<file path="src/rtl/mem_arb_pkg.sv">
// Shared types and constants for the I/D cache memory-port arbiter.
package mem_arb_pkg;
   typedef enum logic [1:0] {IDLE, GNT_I, GNT_D, TURN} arb_state_t;

   localparam int LINE_WIDTH_DEF = 128;
   localparam int GNT_I_BIT      = 0;
   localparam int GNT_D_BIT      = 1;
endpackage

</file>
<file path="src/rtl/mem_arbiter.sv">
// Arbitrates the single line-wide memory port between I-side and D-side caches.
// D-side wins by default; a starvation counter forces an I grant after MAX_CONSEC D wins.
module mem_arbiter
   import mem_arb_pkg::*;
#(
   parameter int ADDR_WIDTH = 32,
   parameter int LINE_WIDTH = LINE_WIDTH_DEF,
   parameter int MAX_CONSEC = 4
) (
   input  logic                  clk,
   input  logic                  rst,
   input  logic                  i_req,
   input  logic                  i_we,
   input  logic [ADDR_WIDTH-1:0] i_addr,
   input  logic [LINE_WIDTH-1:0] i_wdata,
   output logic [LINE_WIDTH-1:0] i_rdata,
   output logic                  i_ready,
   input  logic                  d_req,
   input  logic                  d_we,
   input  logic [ADDR_WIDTH-1:0] d_addr,
   input  logic [LINE_WIDTH-1:0] d_wdata,
   output logic [LINE_WIDTH-1:0] d_rdata,
   output logic                  d_ready,
   output logic                  mem_req,
   output logic                  mem_we,
   output logic [ADDR_WIDTH-1:0] mem_addr,
   output logic [LINE_WIDTH-1:0] mem_wdata,
   input  logic [LINE_WIDTH-1:0] mem_rdata,
   input  logic                  mem_ready,
   output logic [1:0]            grant
);

   localparam int               CNT_W   = $clog2(MAX_CONSEC + 1);
   localparam logic [CNT_W-1:0] MAX_CNT = CNT_W'(MAX_CONSEC);

   arb_state_t       state, nextState;
   logic [CNT_W-1:0] starveCnt, starveCntNext;
   logic             dWins;

   always_ff @(posedge clk or negedge rst) begin
      if (!rst) begin
         state     <= IDLE;
         starveCnt <= '0;
      end else begin
         state     <= nextState;
         starveCnt <= starveCntNext;
      end
   end

   // D loses a simultaneous request only once the I side has been passed over MAX_CONSEC times.
   assign dWins = d_req && (!i_req || (starveCnt < MAX_CNT));

   always_comb begin
      nextState     = state;
      starveCntNext = starveCnt;
      case (state)
         IDLE: begin
            if (dWins) begin
               nextState = GNT_D;
               if (!i_req)
                  starveCntNext = '0;
               else if (starveCnt != MAX_CNT)
                  starveCntNext = starveCnt + CNT_W'(1);
            end else if (i_req) begin
               nextState     = GNT_I;
               starveCntNext = '0;
            end
         end
         GNT_I, GNT_D: begin
            if (mem_ready)
               nextState = TURN;
         end
         TURN:    nextState = IDLE;
         default: nextState = IDLE;
      endcase
   end

   always_comb begin
      grant     = 2'b00;
      mem_req   = 1'b0;
      mem_we    = 1'b0;
      mem_addr  = '0;
      mem_wdata = '0;
      i_ready   = 1'b0;
      i_rdata   = '0;
      d_ready   = 1'b0;
      d_rdata   = '0;
      case (state)
         GNT_I: begin
            grant[GNT_I_BIT] = 1'b1;
            mem_req          = 1'b1;
            mem_we           = i_we;
            mem_addr         = i_addr;
            mem_wdata        = i_wdata;
            i_ready          = mem_ready;
            i_rdata          = mem_rdata;
         end
         GNT_D: begin
            grant[GNT_D_BIT] = 1'b1;
            mem_req          = 1'b1;
            mem_we           = d_we;
            mem_addr         = d_addr;
            mem_wdata        = d_wdata;
            d_ready          = mem_ready;
            d_rdata          = mem_rdata;
         end
         default: ;
      endcase
   end

   // A granted requester must keep req high until its ready pulse.
   assert property (@(posedge clk) disable iff (!rst)
                    (state == GNT_I && !mem_ready) |-> i_req);
   assert property (@(posedge clk) disable iff (!rst)
                    (state == GNT_D && !mem_ready) |-> d_req);

endmodule

</file>
<file path="config.mk">
export PLATFORM = sky130hd
export DESIGN_NAME = mem_arbiter
export DESIGN_NICKNAME = d
export VERILOG_FILES = /design/src/rtl/mem_arb_pkg.sv /design/src/rtl/mem_arbiter.sv
export SDC_FILE = /design/constraint.sdc
export NUM_CORES = 1
export LEC_CHECK = 0
export ABC_CLOCK_PERIOD_IN_PS = 2500
export CAP_MARGIN = 5
export CORE_AREA = 3 3 344 346
export CTS_BUF_LIST = sky130_fd_sc_hd__clkbuf_8 sky130_fd_sc_hd__clkbuf_16
export CTS_CLUSTER_DIAMETER = 50
export DETAILED_ROUTE_END_ITERATION = 12
export DIE_AREA = 0 0 347 349
export PLACE_DENSITY = 0.3
export SYNTH_ARGS = -nofsm -noshare
export SYNTH_HDL_FRONTEND = slang
export SYNTH_SLANG_ARGS = --single-unit
</file>
<file path="constraint.sdc">
create_clock -name clk -period 2.5 [get_ports clk]
set_input_delay 0.375 -clock clk [delete_from_list [all_inputs] [get_ports clk]]
set_output_delay 0.375 -clock clk [all_outputs]
set_load 0.03 [all_outputs]
</file>
Fig. 1: run 1, congestion heat map
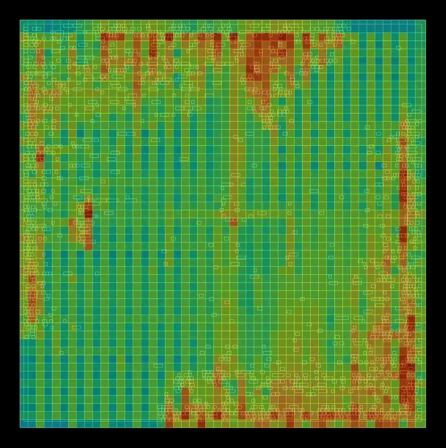
wire length per cell: 25.46 um
global-route track usage on met2: 21.10%
met1 Usage GRT: 14.38%
busiest grt layer: met2

Fig. 2: run 1, clock wires, drivers and flops
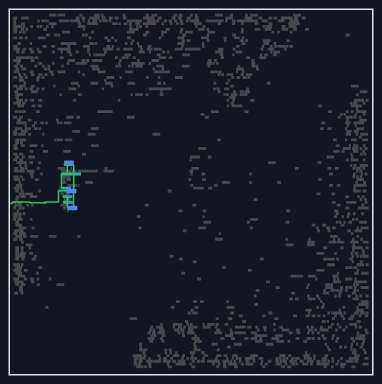
- clock wires: green (length 190 um)
- cells driving clock nets: blue (count 3)
- flip-flops: cyan (count 5)
- flops lie: middle left
- routed clock nets: 4
clk ins delay skew pair: 0.23 ns
clock skew after layout: 0.0006423 ns

==> summary.txt, run 1 <==
The run has ended; figures from its reports follow.

Among all stages on the critical path, the largest delay is contributed by a22oi_1. The Yosys chip area came out at ~4600 um^2. The leakage power figure is 6.212 nW. The simple-gate share of the synthesized area came out at roughly 60%. The worst setup timing slack at the placement stage came out at 0.2017 ns.

The post-cts resize count came out at 6. The netlist area before placement is ~4600 um^2. Counting buffers and inverters, the worst setup path is 6 cells deep. The global placer's final weighted congestion came out at between 0.9 and 1. The flow ran to the end, and the final reports show no timing, DRC or antenna violations.

The number of warnings in the stage logs is 31. Measured against the total synthesized area, the mux share comes to less than 1%. For this run, the post-layout net count is about 2000. The critical path's largest stage delay is between 0.5 and 0.6 ns. In this run, distinct cell masters in the synthesized netlist total 20.

Counting endpoints that fail hold in the final report gives 0. The number of max-slew violations in the final report came out at 0. The post-route total power is about 0.021 W.

As logged by OpenROAD, the buffers inserted on ports number between 800 and 900. The initial DRC count is 437. The clock slew seen by the registers of the worst setup and hold paths is 0.03 ns. The floorplan die height came out at between 300 and 400 um. For this configuration, the core starts out at a cell density of just under 4%. Ranking logic cells in the layout by count gives the top entries clkdlybuf4s50_1, buf_4, and2_1. Of the available clock period, the critical path in the final layout requires between 90 and 100%.

The number of H-tree branching levels came out at 1. The number of placed I/O pins came out at 877.
Fig. 3: run 1, the metal 3 layer
Cells faint in the background.
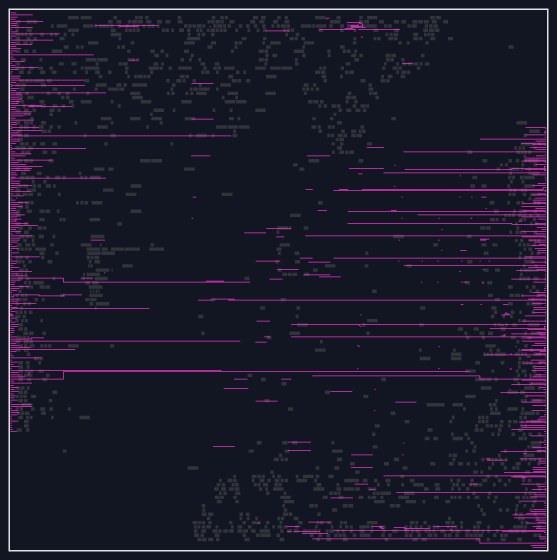
- nets with wire on the layer: 462
- longest straight run: 262 um
- main direction: horizontal
- share of all routed wire: 9.4%
- wire length on this layer: 7370 um
routed via count: 8937
GRT met3 Usage: 4.388%
routed wire length: 78.10 mm

## run 1: worst reg2reg max path, delay by kind of cell, from the launching register on
| family | cells | cell delay (ns) |
|---|---|---|
| compound gates | 1 | 0.24 |
| flops | 1 | 0.42 |
| mux | 1 | 0.37 |
| fa+ha+maj | 1 | 0.29 |
| buf+inv | 2 | 0.31 |
| simple gates | 1 | 0.16 |
## run 1: metrics by stage
| step | utilization [%] | area, um^2 |
|---|---|---|
| after global placement | 13.72 | 15880 |
| after detailed placement | 13.72 | 15880 |
| final | 13.94 | 16130 |
| after CTS | 13.84 | 16020 |
| after floorplan | - | 4566 |
| after global routing | 13.92 | 16110 |
## run 1: synthesized netlist by cell type, drive strengths merged
master and number:
nor2b 163, a22oi 161, inv 4, o21ai 1
nand2 4, dfrtp 5, nor2 2, ha 6
buf 69, clkbuf 13, mux2i 1, and4b 1
a21oi 1, a22o 2, and2 258, mux2 1
a31oi 2
## run 1: routing by layer
metal	global-route usage [%]	share of wire, %	up-vias
met4	1.001	1.1	40
met2	21.10	49	587
met5	0	0.32	-
li1	-	-	4043
met3	4.388	9.4	116
met1	14.38	40	4151
## run 1: sequential cells by signal, summed over array words and instances, names as in the netlist
register and cells:
state 2, starveCnt 3
## run 1: report_power, final
group / switching, W / internal [W]
combinational: 0.0116 / 0.00882
sequential: 0.0000363 / 0.000115
clock: 0.0000567 / 0.000208
## run 1: area by class of cell
cell class / instances / area (um^2) / share of cell area (%)
Antenna cell: 12 / 30.03 / 0.1861
Clock buffer: 3 / 75.07 / 0.4653
Clock inverter: 1 / 3.754 / 0.02326
Inverter: 4 / 15.01 / 0.09306
Multi-Input combinational cell: 603 / 4069 / 25.22
Sequential cell: 5 / 125.1 / 0.7755
Tap cell: 1524 / 1907 / 11.82
Timing Repair Buffer: 915 / 9910 / 61.42
Fig. 4: run 1, cells by drive strength
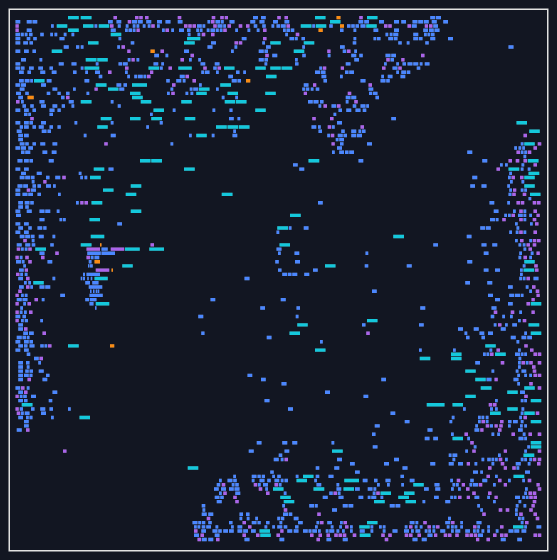

==> run 2: changes to the inputs <==
Settings changed: CORE_AREA 3 3 344 346 to 2 2 343 345, DIE_AREA 0 0 347 349 to 0 0 345 347, RECOVER_POWER set to 100, SKIP_CTS_REPAIR_TIMING set to 1.
Fig. 5: run 2, cells by drive strength
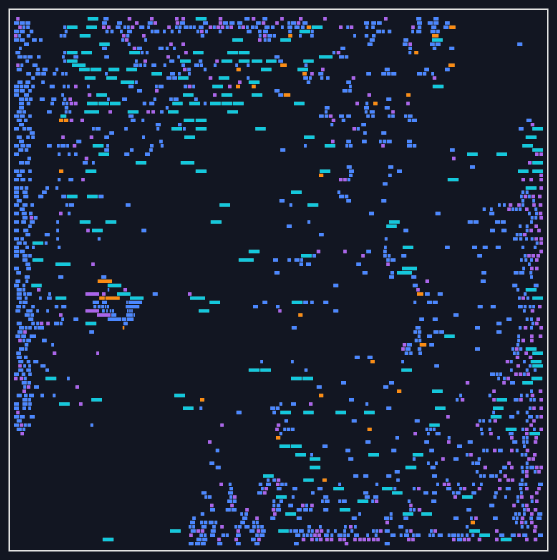
- drive 6 and up: cyan (cells 172; share 11%)
- drive 1 or less: blue (cells 1044; share 67%)
- drive 3 to 4: purple (cells 313; share 20%)
- drive 2: orange (cells 33; share 2.1%)
layout-stage area growth over the synthesis result: 266.7%
total non-filler cell area in the finished layout: 16740 um^2

Fig. 6: run 2, the metal 3 layer
Cells faint in the background.
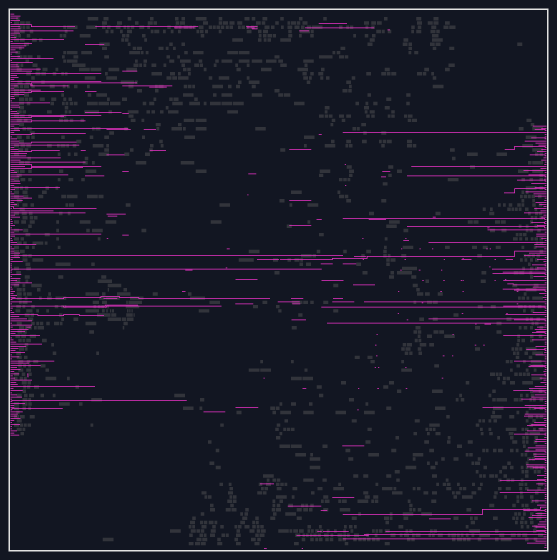
- main direction: horizontal
- longest straight run: 213 um
- share of all routed wire: 8.8%
- wire length on this layer: 7140 um
- nets with wire on the layer: 449
GRT met3 Usage: 4.806%
routed via count: 9005
routed wire length: 81.58 mm

==> summary.txt, run 2 <==
The run has ended; figures from its reports follow.

The run finished with clean final reports. The quantity of I/O buffers inserted on ports came out at about 900. The final core utilization is roughly 14%.

The fraction of registers with async set or reset after synthesis came out at 100.0%. The number of flip-flops in the largest register is 3. The floorplan die height is approximately 350 um.

The flow reports an fmax of 0.4123 GHz. Across all hold checks on the routed design, the worst slack comes to 0.4653 ns. The initial standard-cell utilization of the core came out at about 3.9%. Counting flops per register, the top entry is starveCnt. The final hold violation count is 0. For this design the top-level I/O count stands at a little under 900. The post-route total power came out at about 0.022 W.

The average wire length per cell after detail routing is between 20 and 30 um. The worst setup timing slack at the placement stage is -0.01277 ns. For reference, the top cells by count after synthesis are and2_1, nor2b_1, a22oi_1, buf_2, clkbuf_1. The most frequently used library cell after synthesis is and2_1. At the later pin of the worst-skew pair, clock insertion delay measures roughly 0.22 ns. The post-synth count of flops with an enable pin is 0.

The standard cell area after detailed placement came out at about 16000 um^2. The final timing report lists a max-slew violation count of 0. The worst setup path is launched from a flip-flop. The initial DRC count is 367. The count of cell types in the netlist came out at 20.
-- run 2: cell counts after synthesis --
No cell type changed its count.
-- run 2: cell families after synthesis --
kind of cell | after synthesis | synth area share [%]
AND/OR/NAND/NOR | 428 | 58.40
AND-OR/OR-AND | 167 | 27.35
buffers and inverters | 86 | 9.400
adder cells (fa/ha/maj) | 6 | 1.644
flip-flops | 5 | 2.740
multiplexers | 2 | 0.4659
-- run 2: worst max-delay path, stage by stage, from the launching register on --
cell,delay (ns)
dfrtp_2,0.43
inv_2,0.13
ha_4,0.19
buf_12,0.19
buf_12,0.23
a22oi_1,0.20
nor2b_1,0.24
buf_12,0.15
-- run 2: metal layers --
layer,part of all wire (%),global-route usage [%],up-vias
li1,-,-,4105
met1,40,14.88,4165
met2,50,22.75,533
met3,8.7,4.806,136
met4,0.91,0.3580,66
met5,0.52,0,-
-- run 2: cell type report --
type	count	area [um^2]
clock buffers	3	75.07
diodes	9	22.52
flip-flops and latches	5	127.6
fillers	13191	98990
multi-input cells	603	4139
clock inverters	1	3.754
well taps	1524	1907
repair buffers	946	10450
inverters	4	17.52
-- run 2: power by group --
group	leakage, nW	internal (W)	switching (W)
Combinational	6.38	0.00972	0.0121
Clock	0.0424	0.000207	0.0000510
Sequential	0.0619	0.000119	0.0000448
Total	6.48	0.0100	0.0122
-- run 2: path summary, 6_finish.rpt --
check	startpoint	to	slack [ns]	cells past startpoint
setup / recovery	state[0]	mem_wdata[56]	0.07	7
hold / removal	rst	starveCnt[1]	0.47	1
setup reg to reg	state[0]	state[0]	0.49	7
hold reg to reg	starveCnt[0]	starveCnt[0]	0.52	2
max in group asynchronous	rst	state[1]	1.80	1
min in group clk	starveCnt[0]	starveCnt[0]	0.52	2
Fig. 7: run 2, congestion heat map
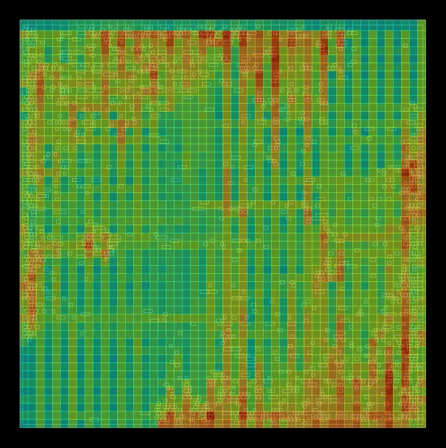

==> run 3: changes to the inputs <==
Settings changed: ABC_CLOCK_PERIOD_IN_PS 2500 to 2300, CORE_AREA 2 2 343 345 to 2 2 339 341, CTS_CLUSTER_SIZE set to 10, DIE_AREA 0 0 345 347 to 0 0 341 343.
Clock period 2.5 ns to 2.3 ns, I/O delays scaled along.
Fig. 8: run 3, congestion heat map
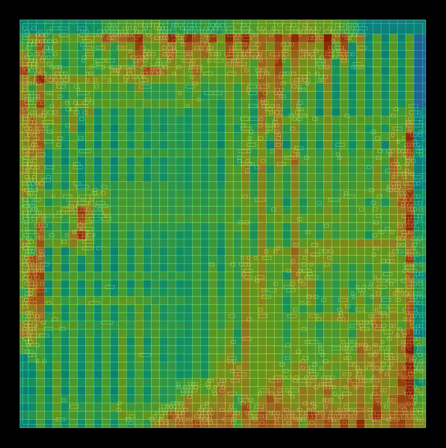
met1 Usage GRT: 14.60%
global-route track usage on met2: 20.57%
end-of-flow core utilization: 15.00%
wire length per cell: 25.43 um

Fig. 9: run 3, cells by drive strength
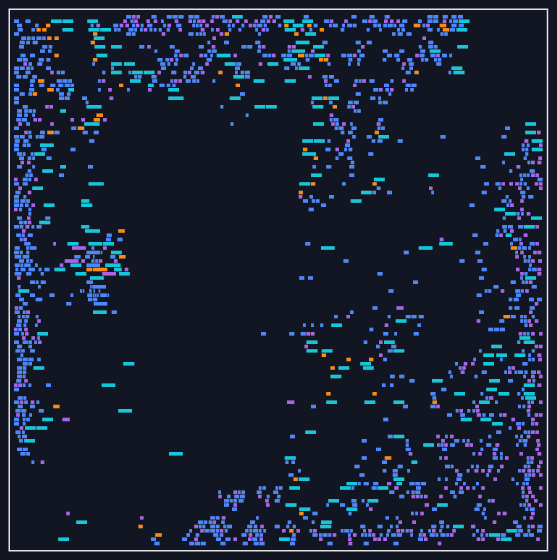
- drive 1 or less: blue (cells 1007; share 64%)
- drive 6 and up: cyan (cells 173; share 11%)
- drive 2: orange (cells 59; share 3.7%)
- drive 3 to 4: purple (cells 345; share 22%)
total non-filler cell area in the finished layout: 17010 um^2
final setup margin: -0.07701 ns
nonclk buf count: 968

==> summary.txt, run 3 <==
The run has ended; figures from its reports follow.

The run finished, with violations left. The checks that failed: setup timing. The combinational share of power is between 90% and 100%. The number of warnings in the stage logs is 32. The count of fill cells added during filler insertion is 12909. The count of cells along the worst register-to-register path came out at 8.

Wires add up to approximately 80 mm. The register with the most flip-flops in the layout has 3 of them. The Yosys chip area is between 4000 and 5000 um^2. The synthesized netlist contains 20 unique library cells. The internal power of the cells totals between 0.01 and 0.015 W. In this run the critical register-to-register path is captured at state[0].

The worst clock skew came out at roughly 0.00079 ns. The fraction of registers with async set or reset after synthesis came out at 100.0%. The commonest register cell is dfrtp_1. According to the timing report, the critical path is captured at mem_wdata[25].

The number of failing setup endpoints in the final timing report is 3. The routed wire length on met2 came out at roughly 38 mm. The worst-case reg-to-reg setup slack stands at ~0.17 ns. The most frequently used library cell after synthesis is and2_1. Hold-check failures listed in the final report amount to 0. The initial DRC count came out at 285. The power attributed to combinational cells is roughly 0.025 W. The number of H-tree branching levels came out at 1. The upper clock frequency limit came out at between 0.4 and 0.5 GHz.

The ratio of final minimum period to clock period is 103.3%. The netlist area before placement came out at 4566 um^2. The via count of the routed design is just over 9000. In the final layout, the registers with the most flip-flops are starveCnt: 3 flops, state: 2 flops.

The reported net switching power came out at ~0.014 W. The routed length on met1 came out at about 34 mm. In the layout the commonest cells are clkdlybuf4s50_1, buf_4, and2_1.

The sequential fraction of design power came out at less than 1%. Per the OpenROAD power report, leakage power amounts to about 6.8 nW. The worst hold-check slack is 0.4235 ns. The floorplan die height came out at 343 um. The initial standard-cell utilization of the core came out at around 4.0%.

The largest share of the power goes to combinational logic. In this run, synthesis inferred 0 flip-flops with an integrated enable. The setup slack after layout came out at -0.07701 ns.
## run 3: cell counts after synthesis
Identical to the previous run, type by type.
## run 3: worst min path at each step
| stage | from | end | slack (ns) | cells after the start |
|---|---|---|---|---|
| final | rst | state[1] | 0.42 | 1 |
| after floorplan | rst | starveCnt[0] | 0.05 | 0 |
| after global placement | starveCnt[0] | starveCnt[0] | 0.50 | 2 |
| after detailed placement | starveCnt[0] | starveCnt[0] | 0.51 | 2 |
| after global routing | rst | state[1] | 0.44 | 1 |
| after CTS | rst | state[1] | 0.36 | 1 |
## run 3: logic make-up after synthesis
family	share of synthesized area [%]
buffers and inverters	9.400
AOI/OAI and AO/OA	27.35
DFF	2.740
adders and majority gates	1.644
and+or+nand+nor	58.40
muxes	0.4659
## run 3: critical path, stage by stage, from the launching register on
cell and delay (ns):
dfrtp_1 0.36, buf_4 0.15, ha_4 0.21, buf_12 0.17, a22oi_1 0.48, nor2b_4 0.09, buf_4 0.16, buf_12 0.13
## run 3: through the flow
| stage | instances | setup slack (ns) | power [W] | cell area (um^2) |
|---|---|---|---|---|
| 2_1_floorplan | 694 | 0.1194 | 0.01089 | 4566 |
| 3_3_place_gp | 3060 | -0.4352 | 0.02279 | 16080 |
| 3_5_place_dp | 3060 | -0.4278 | 0.02274 | 16080 |
| 4_1_cts | 3064 | -0.6776 | 0.02308 | 16150 |
| 5_1_grt | 3099 | -0.08489 | 0.02649 | 17000 |
| 6_report | 3102 | -0.07701 | 0.02516 | 17010 |
## run 3: area by class of cell
cell class                 count  area, um^2  share of cell area (%)
multi-input combinational    603        4272                   25.11
timing repair buffer         968       10610                   62.37
inverter                       4       17.52                  0.1030
clock buffer                   3       75.07                  0.4413
sequential                     5       126.4                  0.7429
tap                         1512        1892                   11.12
clock inverter                 1       3.754                 0.02207
antenna                        6       15.01                 0.08827
Power and IR drop assume default switching activity.
